### Clock routing

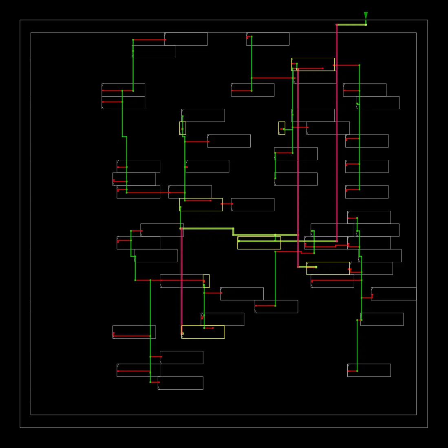
### Zoomed window

Window x 0 to 50, y 37 to 87 um. Cells in gray, sequential cells in the stronger gray; small squares are vias.
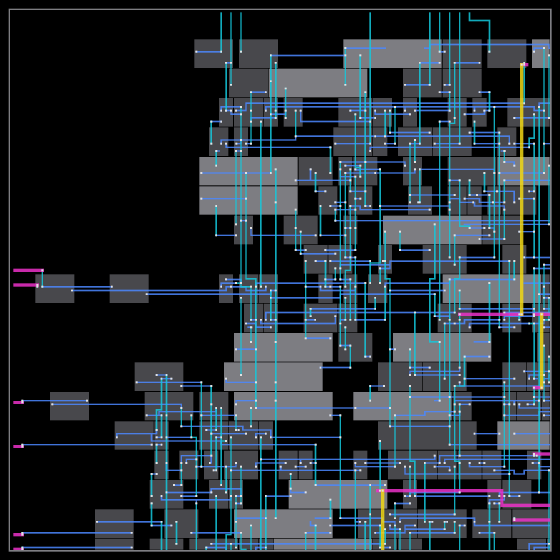
### Register map, names as in the netlist

Other sequential cells in the stronger gray, the rest of the logic in the fainter gray.
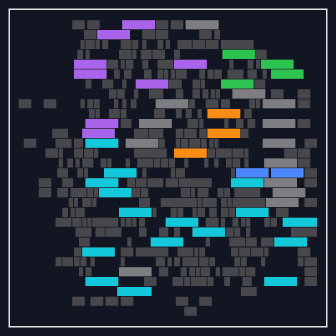
### Power grid

Pins as bars on the die edge.
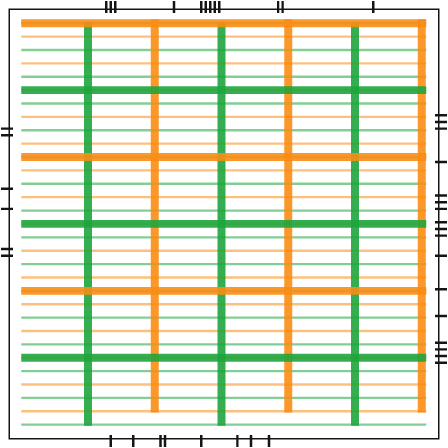
===== src/rtl/ddr_phy_pkg.sv =====
// Shared types for the DDR PHY lane delay sequencer: command opcodes, FSM
// states and the lane-index width helper.
package ddr_phy_pkg;

  typedef enum logic [1:0] {
    OP_INC  = 2'b00,
    OP_DEC  = 2'b01,
    OP_LOAD = 2'b10,
    OP_RSVD = 2'b11
  } op_e;

  typedef enum logic [2:0] {
    ST_IDLE,
    ST_SETUP,
    ST_PULSE,
    ST_GAP,
    ST_LOAD,
    ST_FINISH
  } state_e;

  // A single-lane build still needs a 1-bit lane index port.
  function automatic int lane_w(input int num_lanes);
    return (num_lanes > 1) ? $clog2(num_lanes) : 1;
  endfunction

endpackage


===== src/rtl/ddr_tap_counter.sv =====
// Saturating tap tracker for one delay lane; mirrors the tap position the
// delay line should be at after each MOVE or LOAD strobe.
module ddr_tap_counter #(
  parameter int TAP_W    = 8,
  parameter int INIT_TAP = 1
) (
  input  logic             clk,
  input  logic             rst_n,
  input  logic             inc,
  input  logic             dec,
  input  logic             load,
  output logic [TAP_W-1:0] tap,
  output logic             at_max,
  output logic             at_min
);

  localparam logic [TAP_W-1:0] INIT_VAL = TAP_W'(INIT_TAP);

  assign at_max = &tap;
  assign at_min = ~|tap;

  always_ff @(posedge clk or negedge rst_n) begin
    if (!rst_n) begin
      tap <= INIT_VAL;
    end else if (load) begin
      tap <= INIT_VAL;
    end else if (inc && !at_max) begin
      tap <= tap + TAP_W'(1);
    end else if (dec && !at_min) begin
      tap <= tap - TAP_W'(1);
    end
  end

endmodule


===== src/rtl/ddr_lane_dly_seq.sv =====
// Sequences inc/dec/load commands onto per-lane PHY delay-line controls,
// spacing MOVE strobes by MOVE_GAP idle cycles and tracking each lane's tap.
module ddr_lane_dly_seq
  import ddr_phy_pkg::*;
#(
  parameter int  NUM_LANES = 2,
  parameter int  TAP_W     = 8,
  parameter int  MOVE_GAP  = 4,
  parameter int  INIT_TAP  = 1,
  localparam int LW        = lane_w(NUM_LANES)
) (
  input  logic                       FAB_CLK,
  input  logic                       ARST_N,
  input  logic                       CMD_VALID,
  output logic                       CMD_READY,
  input  logic [LW-1:0]              CMD_LANE,
  input  logic [1:0]                 CMD_OP,
  input  logic [TAP_W-1:0]           CMD_STEPS,
  output logic [NUM_LANES-1:0]       DLY_SEL,
  output logic [NUM_LANES-1:0]       DLY_DIRECTION,
  output logic [NUM_LANES-1:0]       DLY_MOVE,
  output logic [NUM_LANES-1:0]       DLY_LOAD,
  input  logic [NUM_LANES-1:0]       OOR,
  output logic [NUM_LANES*TAP_W-1:0] TAP_CNT,
  output logic                       DONE,
  output logic                       ERR
);

  localparam int             GAP_W    = 4;
  localparam logic [GAP_W-1:0] GAP_LAST = GAP_W'(MOVE_GAP - 1);

  state_e               state_q, state_d;
  op_e                  op_q;
  logic [LW-1:0]        lane_q;
  logic [TAP_W-1:0]     steps_q;
  logic [GAP_W-1:0]     gap_q;
  logic                 err_q, err_d;
  logic [NUM_LANES-1:0] lane_hot, at_max, at_min;
  logic [NUM_LANES-1:0] tap_inc, tap_dec, tap_load;
  logic                 accept, cmd_bad, limit, oor_lane, active, steering;

  assign accept   = CMD_VALID && CMD_READY;
  assign cmd_bad  = (op_e'(CMD_OP) == OP_RSVD) || (int'(CMD_LANE) >= NUM_LANES);
  assign limit    = (op_q == OP_INC) ? |(lane_hot & at_max) : |(lane_hot & at_min);
  assign oor_lane = |(lane_hot & OOR);
  assign active   = state_q inside {ST_SETUP, ST_PULSE, ST_GAP, ST_LOAD};
  assign steering = state_q inside {ST_SETUP, ST_PULSE, ST_GAP};

  // An out-of-range lane index decodes to no lane at all.
  always_comb begin
    lane_hot = '0;
    for (int i = 0; i < NUM_LANES; i++) lane_hot[i] = (int'(lane_q) == i);
  end

  assign tap_inc  = (state_q == ST_PULSE && op_q == OP_INC && !limit) ? lane_hot : '0;
  assign tap_dec  = (state_q == ST_PULSE && op_q == OP_DEC && !limit) ? lane_hot : '0;
  assign tap_load = (state_q == ST_LOAD) ? lane_hot : '0;

  // NOTE: every output of a combinational block gets a default before the case,
  // otherwise a path that skips an assignment infers a latch.
  always_comb begin
    state_d = state_q;
    err_d   = err_q;
    case (state_q)
      ST_IDLE: begin
        if (accept) begin
          err_d = cmd_bad;
          if (cmd_bad)                         state_d = ST_FINISH;
          else if (op_e'(CMD_OP) == OP_LOAD)   state_d = ST_SETUP;
          else if (CMD_STEPS == '0)            state_d = ST_FINISH;
          else                                 state_d = ST_SETUP;
        end
      end
      ST_SETUP: state_d = (op_q == OP_LOAD) ? ST_LOAD : ST_PULSE;
      ST_PULSE: begin
        if (limit) begin
          state_d = ST_FINISH;
          err_d   = 1'b1;
        end else begin
          state_d = ST_GAP;
        end
      end
      ST_GAP: begin
        if (oor_lane) begin
          state_d = ST_FINISH;
          err_d   = 1'b1;
        end else if (gap_q == GAP_LAST) begin
          state_d = (steps_q == '0) ? ST_FINISH : ST_PULSE;
        end
      end
      ST_LOAD:   state_d = ST_FINISH;
      ST_FINISH: state_d = ST_IDLE;
      default:   state_d = ST_IDLE;
    endcase
  end

  // NOTE: sequential state uses non-blocking assignments so every register
  // samples pre-edge values regardless of statement order.
  always_ff @(posedge FAB_CLK or negedge ARST_N) begin
    if (!ARST_N) begin
      state_q <= ST_IDLE;
      op_q    <= OP_INC;
      lane_q  <= '0;
      steps_q <= '0;
      gap_q   <= '0;
      err_q   <= 1'b0;
    end else begin
      state_q <= state_d;
      err_q   <= err_d;
      gap_q   <= (state_q == ST_GAP) ? gap_q + GAP_W'(1) : '0;
      if (accept) begin
        op_q    <= op_e'(CMD_OP);
        lane_q  <= CMD_LANE;
        steps_q <= CMD_STEPS;
      end else if (state_q == ST_PULSE && !limit) begin
        steps_q <= steps_q - TAP_W'(1);
      end
    end
  end

  // Registered outputs trail the state by one cycle; READY looks at the next
  // state so it drops in the very cycle after an accept.
  always_ff @(posedge FAB_CLK or negedge ARST_N) begin
    if (!ARST_N) begin
      CMD_READY     <= 1'b0;
      DLY_SEL       <= '0;
      DLY_DIRECTION <= '0;
      DLY_MOVE      <= '0;
      DLY_LOAD      <= '0;
      DONE          <= 1'b0;
      ERR           <= 1'b0;
    end else begin
      CMD_READY     <= (state_d == ST_IDLE);
      DLY_SEL       <= active ? lane_hot : '0;
      DLY_DIRECTION <= (steering && op_q == OP_INC) ? lane_hot : '0;
      DLY_MOVE      <= tap_inc | tap_dec;
      DLY_LOAD      <= tap_load;
      DONE          <= (state_q == ST_FINISH);
      ERR           <= (state_q == ST_FINISH) && err_q;
    end
  end

  for (genvar i = 0; i < NUM_LANES; i++) begin : g_lane
    ddr_tap_counter #(
      .TAP_W   (TAP_W),
      .INIT_TAP(INIT_TAP)
    ) u_tap (
      .clk   (FAB_CLK),
      .rst_n (ARST_N),
      .inc   (tap_inc[i]),
      .dec   (tap_dec[i]),
      .load  (tap_load[i]),
      .tap   (TAP_CNT[i*TAP_W +: TAP_W]),
      .at_max(at_max[i]),
      .at_min(at_min[i])
    );
  end

endmodule


===== config.mk =====
export PLATFORM = sky130hd
export DESIGN_NAME = ddr_lane_dly_seq
export DESIGN_NICKNAME = d
export VERILOG_FILES = /design/src/rtl/ddr_phy_pkg.sv /design/src/rtl/ddr_tap_counter.sv /design/src/rtl/ddr_lane_dly_seq.sv
export SDC_FILE = /design/constraint.sdc
export NUM_CORES = 1
export LEC_CHECK = 0
export ABC_AREA = 0
export CAP_MARGIN = 0
export CORE_MARGIN = 2
export CORE_UTILIZATION = 39
export CTS_BUF_LIST = sky130_fd_sc_hd__clkbuf_16
export CTS_CLUSTER_SIZE = 20
export DETAILED_ROUTE_END_ITERATION = 8
export GPL_TIMING_DRIVEN = 0
export PLACE_DENSITY = 0.68
export SYNTH_ARGS = -nofsm -noshare
export SYNTH_HDL_FRONTEND = slang
export SYNTH_SLANG_ARGS = --single-unit

===== constraint.sdc =====
create_clock -name FAB_CLK -period 4.1 [get_ports FAB_CLK]
set_input_delay 0.82 -clock FAB_CLK [delete_from_list [all_inputs] [get_ports FAB_CLK]]
set_output_delay 0.82 -clock FAB_CLK [all_outputs]
set_load 0.005 [all_outputs]

==> run summary <==
Notes from the flow run.

Logic synthesis:
- The run gives the average size of a mapped cell as 9.50 um^2.
- The synthesized design devotes to its leading area cell type 41.0% of total area.
- The run gives the count of different cell masters after synthesis as 51.
- The run puts the post-synthesis sequential area ratio at ~43%.
- Counting flops with a built-in enable in the synthesized netlist gives 0.
- The synthesis stat section lists a flop and latch total of roughly 46.
- The commonest cells after synthesis are dfrtp_1, nor2_1, o21ai_0.
- Before any placement, the netlist area is recorded as around 0.0027 mm^2.
- The run gives the multiplexer share of the synthesized area as 3.91%.
- The main area contributors are dfrtp_1, ha_1, nor2_1, xor2_1, o21ai_0.
- The run gives the number of cells in the yosys synthesis report as about 280.
- The run puts the net count after synthesis at 315.
- The run gives the area fraction in and, or, nand and nor cells after synthesis as a little over a fifth.
- Counting flops with an async set or reset pin after synthesis yields a share of 100%.
- The run gives the fraction of the mapped netlist area in compound gates as 13.8%.
- The run puts the chip area in the Yosys report at 0.00269 mm^2.
- The run gives the most common flop cell mapped by yosys as dfrtp_1.
- The run gives the total of warnings raised by yosys as 0.
- The run gives the xor-xnor portion of the synthesized cell area as 6.19%.
- The run gives the largest non-sequential cell family by area as simple AND/OR/NAND/NOR gates.
- The run gives the most repeated cell in the gate-level netlist after synthesis as dfrtp_1.
- Summing the areas of all fa, ha and maj instances in the mapped netlist gives around 8% of the synthesized area.
- The run gives the library cell with the largest summed area after synthesis as dfrtp_1.

Setup path:
- The run gives the depth of the worst register-to-register path as 9.
- At the worst endpoint, the arrival time is 3.54 ns.
- The worst setup path is captured at a register.
- The signal on the critical path passes through nor3b_2, o2111ai_1, ha_1, nor2b_1, o21ai_0, a21boi_0, o21ai_0, nor3b_1, o31ai_1.
- The run gives the destination of the worst register-to-register timing path as g_lane[1].u_tap.tap[6]$_DFFE_PN0P_.
- Tracing the worst setup path back leads to its startpoint at state_q[1]$_DFF_PN0_.
- Of all nets on the critical path, the largest fanout is 10.
- The run gives the launch instance of the worst register-to-register path as state_q[1]$_DFF_PN0_.
- The run puts the critical path required time at 4.26 ns.
- Per the STA report, the cell with the highest stage delay on the worst path is nor3b_2.
- The run gives the type of origin of the critical path as a register.
- The run puts the combined buffer and inverter count along the critical path at 0.
- The run puts the delay of the slowest cell on the worst path at 0.65 ns.

Die:
- The run gives the area inside the core boundary as 0.00672 mm^2.
- Measured along the x axis, the die boundary spans 87.0 um.
- Once the floorplan was initialized, standard cells occupied 40.0% of the core.
- The run puts the area of the die at 0.00757 mm^2.
- The run puts the total number of tap cells at 80.
- The run gives the die extent in y as 87.0 um.
- The floorplan report gives the top-level pin count as 43.

Pwr:
- The run gives the net switching power as between 0.0009 and 0.001 W.
- The run gives the combinational fraction of design power as 51.8%.
- The run gives the power per cell area as approximately 710 mW/mm^2.
- The run puts the sequential power share at about 32%.
- The analysis attributes to cell leakage a power of 1.41 nW.
- The run puts the worst voltage drop across the vdd grid at 0.251 mV.
- The run gives the internal power component as 0.00143 W.
- Per the breakdown, switching nets consume 39.6% of all power.

Detailed routing:
- The run puts the total iterations of the first detailed-routing run at 4.
- The run gives the via density per instance as 5.33.
- The run gives the per-cell routed wire length as ~14 um.
- Detailed routing placed a total of 2.60 mm of wire on met2.
- The run puts the count of vias placed by the detailed router at between 2000 and 2500.
- The run gives the number of remaining DRC errors as 0.
- The run gives the initial detailed-routing violation count as around 96.
- Per the detail_route log, the uppermost layer with routed signals is met4.
- The run puts the detailed-routing wirelength on met1 at around 2.8 mm.
- Summed over all layers, the routed wires come to around 5.7 mm.
- The run puts the number of antenna-violating nets in the routed design at 0.

Finish:
- In the final layout, the fill cell count is 614.
- The run gives the non-clock buffering overhead in the final layout as about 14%.
- Multi-input gates account for 42.8% of the area.
- The run gives the final instance area as between 0.003 and 0.004 mm^2.
- The run gives the most frequent logic cell in the layout as dfrtp_1.
- The most common logic cells in the final layout are dfrtp_1, clkdlybuf4s50_1, nor2_1.
- The area taken by multi-input combinational cells is reported as 0.00144 mm^2.
- The run gives the count of plain and timing-repair buffers in the layout as about 50.
- Ranked by total area, the top cell class in this layout is multi-input combinational cells.
- The layout has 17 inverters outside the clock class.
- The run puts the clock-cell share of area at just over 4%.
- The run gives the non-filler instance count after layout as 414.
- The run puts the total number of nets in the final design at 365.
- The largest register by flop count is g_lane.u_tap.tap.
- The run puts the number of clock buffer instances in the layout at 5.
- The run gives the area overhead of the layout relative to synthesis as 25.0%.
- The run puts the layout multi-input combinational cell count at approximately 210.

Clocking:
- The run gives the hold-fix buffer count after cts as 0.
- Looking at the clock tree report, the maximum root-to-sink buffer count equals 2.
- CTS placed an instance of clkbuf_16 at the clock tree root.
- The number of gates resized after CTS was 0.
- The run gives the clock-pin slew of the registers on the worst-case setup and hold paths as 0.06 ns.
- The run gives the H-tree depth as 2.
- TritonCTS built the clock tree.

Global route:
- The global routing report lists met2 layer usage as 25.6%.
- Global routing used 2.37% of the available met3 tracks.
- The run puts the maximum number of pins on one net before global-route repair at 29.
- The run gives the sum of overflow across all layers after global routing as 0.
- For this run, the total global-route usage over all layers was measured as 16.4%.
- The run puts the initial antenna violation count at 0.
- The run puts the global-route wire length before repair at 9.78 mm.
- The via count of the first global-routing pass came to 2089.

Hold path:
- The report gives the cell count of the worst hold path as 1.
- Per the hold report, the tightest min-delay path originates at gap_q[0]$_DFF_PN0_.
- The run gives the endpoint with the worst hold slack as gap_q[0]$_DFF_PN0_.

Timing:
- Setup repair after global routing left no endpoint under its margin.
- The run puts the measured slew at the worst slew-check pin at 0.843 ns.
- The final timing report counts setup violations totalling 0.
- The run puts the max-slew violation total from the final report at 0.
- The run gives the maximum frequency from static timing analysis as 296 MHz.
- The run gives the hold violation total from the final report as 0.

Placement:
- The run puts the total half-perimeter wirelength after legalization and detailed placement at 4.34 mm.
- Input and output buffers added on the ports amount to 42.
- The run puts the weighted congestion reported at the end of routability-driven placement at slightly below 0.8.
- The run gives the placed instance count as between 400 and 500.

Job:
- The run gives the count of max-cap constraint violations as 0.
- The run puts the number of warning messages in the logs at 26.

Outcome:
- The run finished with clean final reports.
Notes on 'Clock routing' above:
source-to-sink clock delay at the later pin of the worst-skew pair: 0.28 ns
Power Clock: 0.000375 W
worst-case clock skew: 0.00476 ns
CTS Buf Count: 5
count of flip-flops and latches: 46

Notes on 'Zoomed window' above:
[cyan] M2
[blue] M1
[yellow] M4
[magenta] M3
most frequent: nor2_1 (17), dfrtp_1 (15), clkdlybuf4s50_1 (14)
sequential cells in the window: 15
cells with their middle in the window: 117
netlist names of flops here include: steps_q (8), g_lane.u_tap.tap (3), op_q (2)

Notes on 'Register map, names as in the netlist' above:
[green] gap_q | flops: 4 | where: upper right
[purple] steps_q | flops: 8
[cyan] g_lane.u_tap.tap | flops: 16
[orange] state_q | flops: 3
[blue] DLY_DIRECTION | flops: 2
not colored: 13
flop share of the area: 34.3%
area of all sequential standard cells: 0.00115 mm^2
power in sequential cells: 0.000770 W

Notes on 'Power grid' above:
[orange] VDD
[green] VSS
met1 rails: 31
met4 straps: 6

-- stage by stage --
stage / setup slack (ns) / utilization, %
global route: 0.235 / 50.0
detailed placement: 0.715 / 48.0
finish: 0.722 / 50.0
floorplan: 1.33 / -
global placement: 0.820 / 47.7
CTS: 0.706 / 50.0
-- power by group through the flow --
stage / sequential, W / clock (W) / combinational [W]
finish: 0.000770 / 0.000375 / 0.00123
global route: 0.000797 / 0.000408 / 0.00140
CTS: 0.000771 / 0.000386 / 0.00124
detailed placement: 0.000778 / 0 / 0.00123
global placement: 0.000774 / 0 / 0.00120
floorplan: 0.000751 / 0 / 0.000855
No activity file was given, so power comes from the tool's default toggle rates.
